[config.mk]
export PLATFORM = sky130hd
export DESIGN_NAME = dmem_if_flat
export DESIGN_NICKNAME = d
export VERILOG_FILES = /design/src/rtl/dmem_if_if.sv /design/src/rtl/dmem_if.sv /design/src/flat_wrapper.sv
export SDC_FILE = /design/constraint.sdc
export NUM_CORES = 1
export LEC_CHECK = 0
export ABC_AREA = 1
export CAP_MARGIN = 20
export CELL_PAD_IN_SITES_DETAIL_PLACEMENT = 1
export CELL_PAD_IN_SITES_GLOBAL_PLACEMENT = 2
export CORE_ASPECT_RATIO = 1.25
export CORE_MARGIN = 10
export CORE_UTILIZATION = 25
export CTS_CLUSTER_SIZE = 14
export DETAILED_ROUTE_END_ITERATION = 7
export PLACE_DENSITY_LB_ADDON = 0.1
export SETUP_SLACK_MARGIN = 0.2
export SLEW_MARGIN = 20
export SYNTH_ARGS = -nofsm -noshare
export SYNTH_HDL_FRONTEND = slang
export SYNTH_SLANG_ARGS = --single-unit
[constraint.sdc]
create_clock -name clk -period 8.16 [get_ports clk]
set_input_delay 1.632 -clock clk [delete_from_list [all_inputs] [get_ports clk]]
set_output_delay 1.632 -clock clk [all_outputs]
set_load 0.02 [all_outputs]
[src/rtl/dmem_if_if.sv]
// Data-memory bus bundle: req/ack handshake plus address, lane enables and data.
interface dmem_if_if #(
    parameter int unsigned ADDR_W = 32
) ();

    logic              bus_req;
    logic              bus_we;
    logic [ADDR_W-1:0] bus_addr;
    logic [3:0]        bus_be;
    logic [31:0]       bus_wdata;
    logic              bus_ack;
    logic [31:0]       bus_rdata;

    // Memory-stage side drives the request.
    modport master (
        output bus_req,
        output bus_we,
        output bus_addr,
        output bus_be,
        output bus_wdata,
        input  bus_ack,
        input  bus_rdata
    );

    // Cache/bus side answers with ack and read data.
    modport slave (
        input  bus_req,
        input  bus_we,
        input  bus_addr,
        input  bus_be,
        input  bus_wdata,
        output bus_ack,
        output bus_rdata
    );

endinterface

[src/rtl/dmem_if.sv]
// Memory-stage data-memory interface.
// Turns a load/store op into one req/ack bus transaction with lane-aligned
// byte enables, returns the addressed lane shifted to bit 0, and stalls the
// pipeline while the transaction is outstanding.
// Optional: define MISALIGN_TRAP_EN to abort misaligned half/word accesses
// without a bus request; otherwise offsets are truncated to legal granularity.
module dmem_if #(
    parameter int unsigned ADDR_W  = 32,
    parameter int unsigned TIMEOUT = 16
) (
    input  logic        clk,
    input  logic        rst,
    input  logic        mem_valid,
    input  logic [5:0]  ex_type,
    input  logic [31:0] addr,
    input  logic [31:0] write_data,
    output logic        stall,
    output logic [31:0] dcache_data,
    output logic        bus_err,
    dmem_if_if.master   bus
);

    localparam int unsigned CNT_W = (TIMEOUT > 2) ? $clog2(TIMEOUT) : 1;

    typedef enum logic [1:0] {
        ST_IDLE = 2'd0,
        ST_WAIT = 2'd1,
        ST_DONE = 2'd2
    } state_e;

    state_e            state_q, state_d;
    logic [CNT_W-1:0]  cnt_q, cnt_d;
    logic              req_q, req_d;
    logic              we_q, we_d;
    logic [ADDR_W-1:0] addr_q, addr_d;
    logic [3:0]        be_q, be_d;
    logic [31:0]       wdata_q, wdata_d;
    logic [1:0]        eoff_q, eoff_d;
    logic [31:0]       rdata_q, rdata_d;
    logic              err_q, err_d;

    logic       is_op;
    logic       is_store;
    logic       is_byte;
    logic       is_half;
    logic [1:0] off;
    logic [1:0] eoff;
    logic [3:0] be;
    logic       timeout_hit;
`ifdef MISALIGN_TRAP_EN
    logic       misalign;
`endif

    // Op decode: size class, direction and effective lane offset.
    always_comb begin
        is_op    = mem_valid && (ex_type >= 6'd21) && (ex_type <= 6'd28);
        is_store = (ex_type >= 6'd26);
        is_byte  = (ex_type == 6'd21) || (ex_type == 6'd24) || (ex_type == 6'd26);
        is_half  = (ex_type == 6'd22) || (ex_type == 6'd25) || (ex_type == 6'd27);
        off      = addr[1:0];
        if (is_byte) begin
            eoff = off;
            be   = 4'b0001 << off;
        end else if (is_half) begin
            eoff = {off[1], 1'b0};
            be   = 4'b0011 << {off[1], 1'b0};
        end else begin
            eoff = 2'b00;
            be   = 4'b1111;
        end
`ifdef MISALIGN_TRAP_EN
        misalign = (is_half && off[0]) || (!is_byte && !is_half && (off != 2'b00));
`endif
    end

    assign timeout_hit = (cnt_q == CNT_W'(TIMEOUT - 1));

    // Pipeline hold: any op outside the DONE cycle waits.
    assign stall = is_op && (state_q != ST_DONE);

    // State register.
    always_ff @(posedge clk or posedge rst) begin
        if (rst) begin
            state_q <= ST_IDLE;
        end else begin
            state_q <= state_d;
        end
    end

    // Next-state logic.
    always_comb begin
        state_d = state_q;
        case (state_q)
            ST_IDLE: begin
                if (is_op) begin
`ifdef MISALIGN_TRAP_EN
                    state_d = misalign ? ST_DONE : ST_WAIT;
`else
                    state_d = ST_WAIT;
`endif
                end
            end
            ST_WAIT: begin
                if (bus.bus_ack || timeout_hit) begin
                    state_d = ST_DONE;
                end
            end
            ST_DONE: begin
                state_d = ST_IDLE;
            end
            default: begin
                state_d = ST_IDLE;
            end
        endcase
    end

    // Output / datapath next values; ack takes priority over timeout.
    always_comb begin
        cnt_d   = cnt_q;
        req_d   = req_q;
        we_d    = we_q;
        addr_d  = addr_q;
        be_d    = be_q;
        wdata_d = wdata_q;
        eoff_d  = eoff_q;
        rdata_d = rdata_q;
        err_d   = 1'b0;
        case (state_q)
            ST_IDLE: begin
                if (is_op) begin
                    cnt_d = '0;
`ifdef MISALIGN_TRAP_EN
                    if (misalign) begin
                        err_d   = 1'b1;
                        rdata_d = '0;
                    end else begin
                        req_d   = 1'b1;
                        we_d    = is_store;
                        addr_d  = {addr[ADDR_W-1:2], 2'b00};
                        be_d    = be;
                        wdata_d = is_store ? (write_data << {eoff, 3'b000}) : 32'd0;
                        eoff_d  = eoff;
                    end
`else
                    req_d   = 1'b1;
                    we_d    = is_store;
                    addr_d  = {addr[ADDR_W-1:2], 2'b00};
                    be_d    = be;
                    wdata_d = is_store ? (write_data << {eoff, 3'b000}) : 32'd0;
                    eoff_d  = eoff;
`endif
                end
            end
            ST_WAIT: begin
                cnt_d = cnt_q + CNT_W'(1);
                if (bus.bus_ack) begin
                    req_d = 1'b0;
                    if (!we_q) begin
                        rdata_d = bus.bus_rdata >> {eoff_q, 3'b000};
                    end
                end else if (timeout_hit) begin
                    req_d   = 1'b0;
                    rdata_d = '0;
                    err_d   = 1'b1;
                end
            end
            default: begin
            end
        endcase
    end

    // Datapath registers; reset clears the bus request asynchronously.
    always_ff @(posedge clk or posedge rst) begin
        if (rst) begin
            cnt_q   <= '0;
            req_q   <= 1'b0;
            we_q    <= 1'b0;
            addr_q  <= '0;
            be_q    <= '0;
            wdata_q <= '0;
            eoff_q  <= '0;
            rdata_q <= '0;
            err_q   <= 1'b0;
        end else begin
            cnt_q   <= cnt_d;
            req_q   <= req_d;
            we_q    <= we_d;
            addr_q  <= addr_d;
            be_q    <= be_d;
            wdata_q <= wdata_d;
            eoff_q  <= eoff_d;
            rdata_q <= rdata_d;
            err_q   <= err_d;
        end
    end

    assign bus.bus_req   = req_q;
    assign bus.bus_we    = we_q;
    assign bus.bus_addr  = addr_q;
    assign bus.bus_be    = be_q;
    assign bus.bus_wdata = wdata_q;
    assign dcache_data   = rdata_q;
    assign bus_err       = err_q;

endmodule

[src/flat_wrapper.sv]
// flat-port wrapper written by rule: the top's interface ports become plain ports
module dmem_if_flat 
#(
    parameter int unsigned ADDR_W  = 32,
    parameter int unsigned TIMEOUT = 16
)
  (clk, rst, mem_valid, ex_type, addr, write_data, stall, dcache_data, bus_err, bus_bus_req, bus_bus_we, bus_bus_addr, bus_bus_be, bus_bus_wdata, bus_bus_ack, bus_bus_rdata);
  dmem_if_if #(.ADDR_W(ADDR_W)) bus_i ();
  input  logic clk;
  input  logic rst;
  input  logic mem_valid;
  input  logic [5:0] ex_type;
  input  logic [31:0] addr;
  input  logic [31:0] write_data;
  output logic stall;
  output logic [31:0] dcache_data;
  output logic bus_err;
  output wire logic [$bits(bus_i.bus_req)-1:0] bus_bus_req;
  output wire logic [$bits(bus_i.bus_we)-1:0] bus_bus_we;
  output wire logic [$bits(bus_i.bus_addr)-1:0] bus_bus_addr;
  output wire logic [$bits(bus_i.bus_be)-1:0] bus_bus_be;
  output wire logic [$bits(bus_i.bus_wdata)-1:0] bus_bus_wdata;
  input wire logic [$bits(bus_i.bus_ack)-1:0] bus_bus_ack;
  input wire logic [$bits(bus_i.bus_rdata)-1:0] bus_bus_rdata;
  assign bus_bus_req = bus_i.bus_req;
  assign bus_bus_we = bus_i.bus_we;
  assign bus_bus_addr = bus_i.bus_addr;
  assign bus_bus_be = bus_i.bus_be;
  assign bus_bus_wdata = bus_i.bus_wdata;
  assign bus_i.bus_ack = bus_bus_ack;
  assign bus_i.bus_rdata = bus_bus_rdata;
  dmem_if #(.ADDR_W(ADDR_W), .TIMEOUT(TIMEOUT)) u_core (.clk(clk), .rst(rst), .mem_valid(mem_valid), .ex_type(ex_type), .addr(addr), .write_data(write_data), .stall(stall), .dcache_data(dcache_data), .bus_err(bus_err), .bus(bus_i));
endmodule
Fig. 1: routed metal, one color a layer
Two of the layers only.
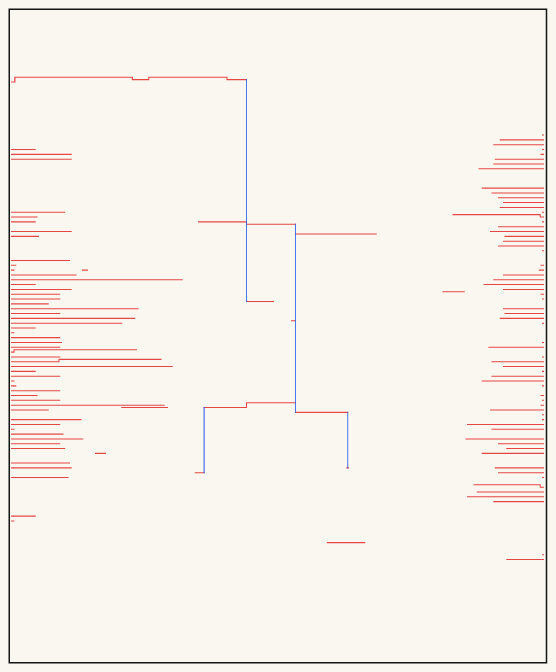
| color | layer | wire length |
|---|---|---|
| red | met3 | 1630 um |
| blue | met4 | 150 um |

Fig. 2: sequential cells colored by netlist name
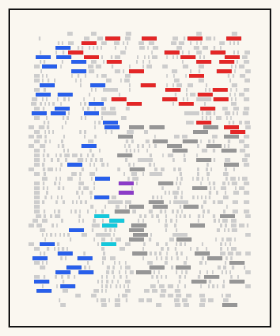
| color | signal | placed flops |
|---|---|---|
| red | `u_core.bus.bus_addr` | 30 |
| blue | `u_core.bus.bus_wdata` | 32 |
| cyan | `u_core.bus.bus_be` | 4 |
| purple | `u_core.state_q` | 2 |

Fig. 3: pin map
Pins as bars across the die edge, other pins in gray.
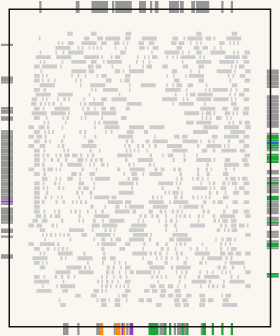
| color | port | pins | direction | edge |
|---|---|---|---|---|
| green | `dcache_data` | 32 | output | 17 right, 15 bottom |
| purple | `bus_bus_be` | 4 | output | 3 bottom, 1 left |
| orange | `ex_type` | 6 | input | bottom |
| blue | `bus_bus_ack` | 1 | input | right |
all pins by edge: 64 right, 53 left, 51 top, 42 bottom

-- per-layer routing --
layer / GRT usage / wire length (um)
met5: 0 / 0
met4: 0.0301 / 149
met3: 0.0525 / 1630
met2: 0.263 / 10600
met1: 0.169 / 8440
-- synth_stat cells (2+ instances only) --
cell        n
buf_6       4
a21oi_1    20
nor2_1     43
o22ai_1     8
nand2_2     4
inv_2       3
buf_4       8
nor2_2      3
o31ai_1     2
nand3_1    62
clkbuf_2    2
buf_2      15
o21ai_1    10
o21ai_0    61
dfrtp_1   109
clkbuf_1   11
o21a_1      2
inv_1      57
nand4_1     3
nand2_1   261
a31oi_1     8
-- area by class of cell --
class	count	share of cell area
clock buffers	12	0.0325
clock inverters	4	0.00476
inverters	60	0.0289
multi-input cells	497	0.279
flip-flops and latches	109	0.346
well taps	274	0.0434
repair buffers	211	0.266
==> reports/metrics.csv <==
stage,metric,value,unit
power_and_ir_drop,Switch Pwr,0.876,mW
synthesis,synth warn,0,
synthesis,synthesized area,5370,um2
drt,DRC Markers,0,
synthesis,Mux cell area share,0,
power_and_ir_drop,Sw Share,0.386,
synthesis,sequential share of the synthesized area,0.508,
global_route,initial antenna violation count,0,
layout,Final Util,0.376,
synthesis,"XOR Share, Synth",0,
global_route,Tot GR Track Use,0.149,
min_path,worst hold endpoint,u_core.bus.bus_addr[9]$_DFFE_PP0P_,
final_timing,Max Fclk,0.191,GHz
synthesis,Synth flops,109,
synthesis,Cells after Synth,705,
setup_path,Setup crit end kind,output pin,
setup_path,cell family with most CP delay,buffers and inverters,
layout,Layout area overhead,47.0,%
drt,post-route ant nets,0,
drt,routed via count,5296,
placement,dpl cells,1151,
layout,# diodes,0,
setup_path,"Top cell by count, worst path",nand2_1,
clocking,Clock Latency Late Sink,0.36,ns
placement,hpwl dp,15900,um
setup_path,R2R Path Start,u_core.state_q[1]$_DFFE_PP0P_,
flow_run,Max Cap Violations,0,
clocking,hold buffer count at cts,0,
power_and_ir_drop,Max IR drop VDD,102,uV
layout,most instantiated logic cell after routing,nand2_1,
power_and_ir_drop,comb pwr,0.984,mW
status,status,"finished, final reports clean",
placement,DP Area,7600,um2
global_route,vias in the first global route,5831,
synthesis,"EDFF count, synth",0,
synthesis,Cell Type Count,30,
drt,Initial DRC Count,251,
clocking,# resized after CTS,0,
synthesis,"Chip Area, Yosys",5370,um2
global_route,largest net degree at the start of global routing,76,
synthesis,Synth Flop Type,dfrtp_1,
clocking,H-Tree Depth,3,
setup_path,Worst R2R End,u_core.bus.bus_wdata[12]$_DFFE_PP0P_,
setup_path,reg2reg path depth,7,
final_timing,worst slew pin tran,0.977,ns
floorplan,Die X,151,um
synthesis,"FA/HA/MAJ Cells, Area Fraction",0.00233,
setup_path,slowest CP cell,clkdlybuf4s50_1,
clocking,Post-CTS Setup Inserts,0,
floorplan,Die H,184,um
final_timing,Slew headroom,0.349,
setup_path,flop2flop setup slack,5.80,ns
floorplan,IO Pins,210,
setup_path,CP Buf/Inv Count,3,
synthesis,Top area cell types,"dfrtp_1 (51%), nand2_1 (18%), nand3_1 (5.8%)",
final_timing,setup TNS,0,ns
drt,routed len/inst,17.9,um
final_timing,Finish-stage setup viols,0,
setup_path,critical-path cell list,clkdlybuf4s50_1 -> inv_1 -> nand2_1 -> nor2_1 -> nand2_1 -> nand2_1 -> nand2_1 -> a21oi_1 -> clkdlybuf4s50_1,
setup_path,critical path startpoint category,input port,
synthesis,ys async rst share,1.00,
layout,post-route cell area,7890,um2
flow_run,Log Warnings,26,
placement,IO buf count,207,
power_and_ir_drop,Top pwr grp,combinational cells,
floorplan,core area,21000,um2
power_and_ir_drop,Pleak,3.65,nW
floorplan,FP Core Util,0.256,
min_path,HP Class,flop to flop,
clocking,clk sinks,109,
synthesis,yosys aoi share,0.116,
power_and_ir_drop,Logic pwr share,0.434,
floorplan,Die Size,27800,um2
power_and_ir_drop,Pint,1.39,mW
synthesis,Main logic family,simple AND/OR/NAND/NOR gates,
layout,storage element area,2730,um2
layout,logic area,2200,um2
min_path,hold path startpoint,u_core.bus.bus_addr[9]$_DFFE_PP0P_,
layout,nets,995,
power_and_ir_drop,clk pwr,0.444,mW
final_timing,RSZ-0062 raised after global routing,false,
final_timing,Final period util,0.642,
synthesis,Mapped Avg Cell Area,7.62,um2
setup_path,CP Capture Point,stall,
final_timing,final hold slack,0.484,ns
clocking,Clock transition at path regs,0.08,ns
layout,share of layout cells above drive strength 1,0.0392,
final_timing,Hold Fails Final Rpt,0,
layout,Non-Filler Instances,1167,
final_timing,Clock Skew,0.0148,ns
power_and_ir_drop,total power,2.27,mW
Power is estimated from default activity; no workload was simulated.
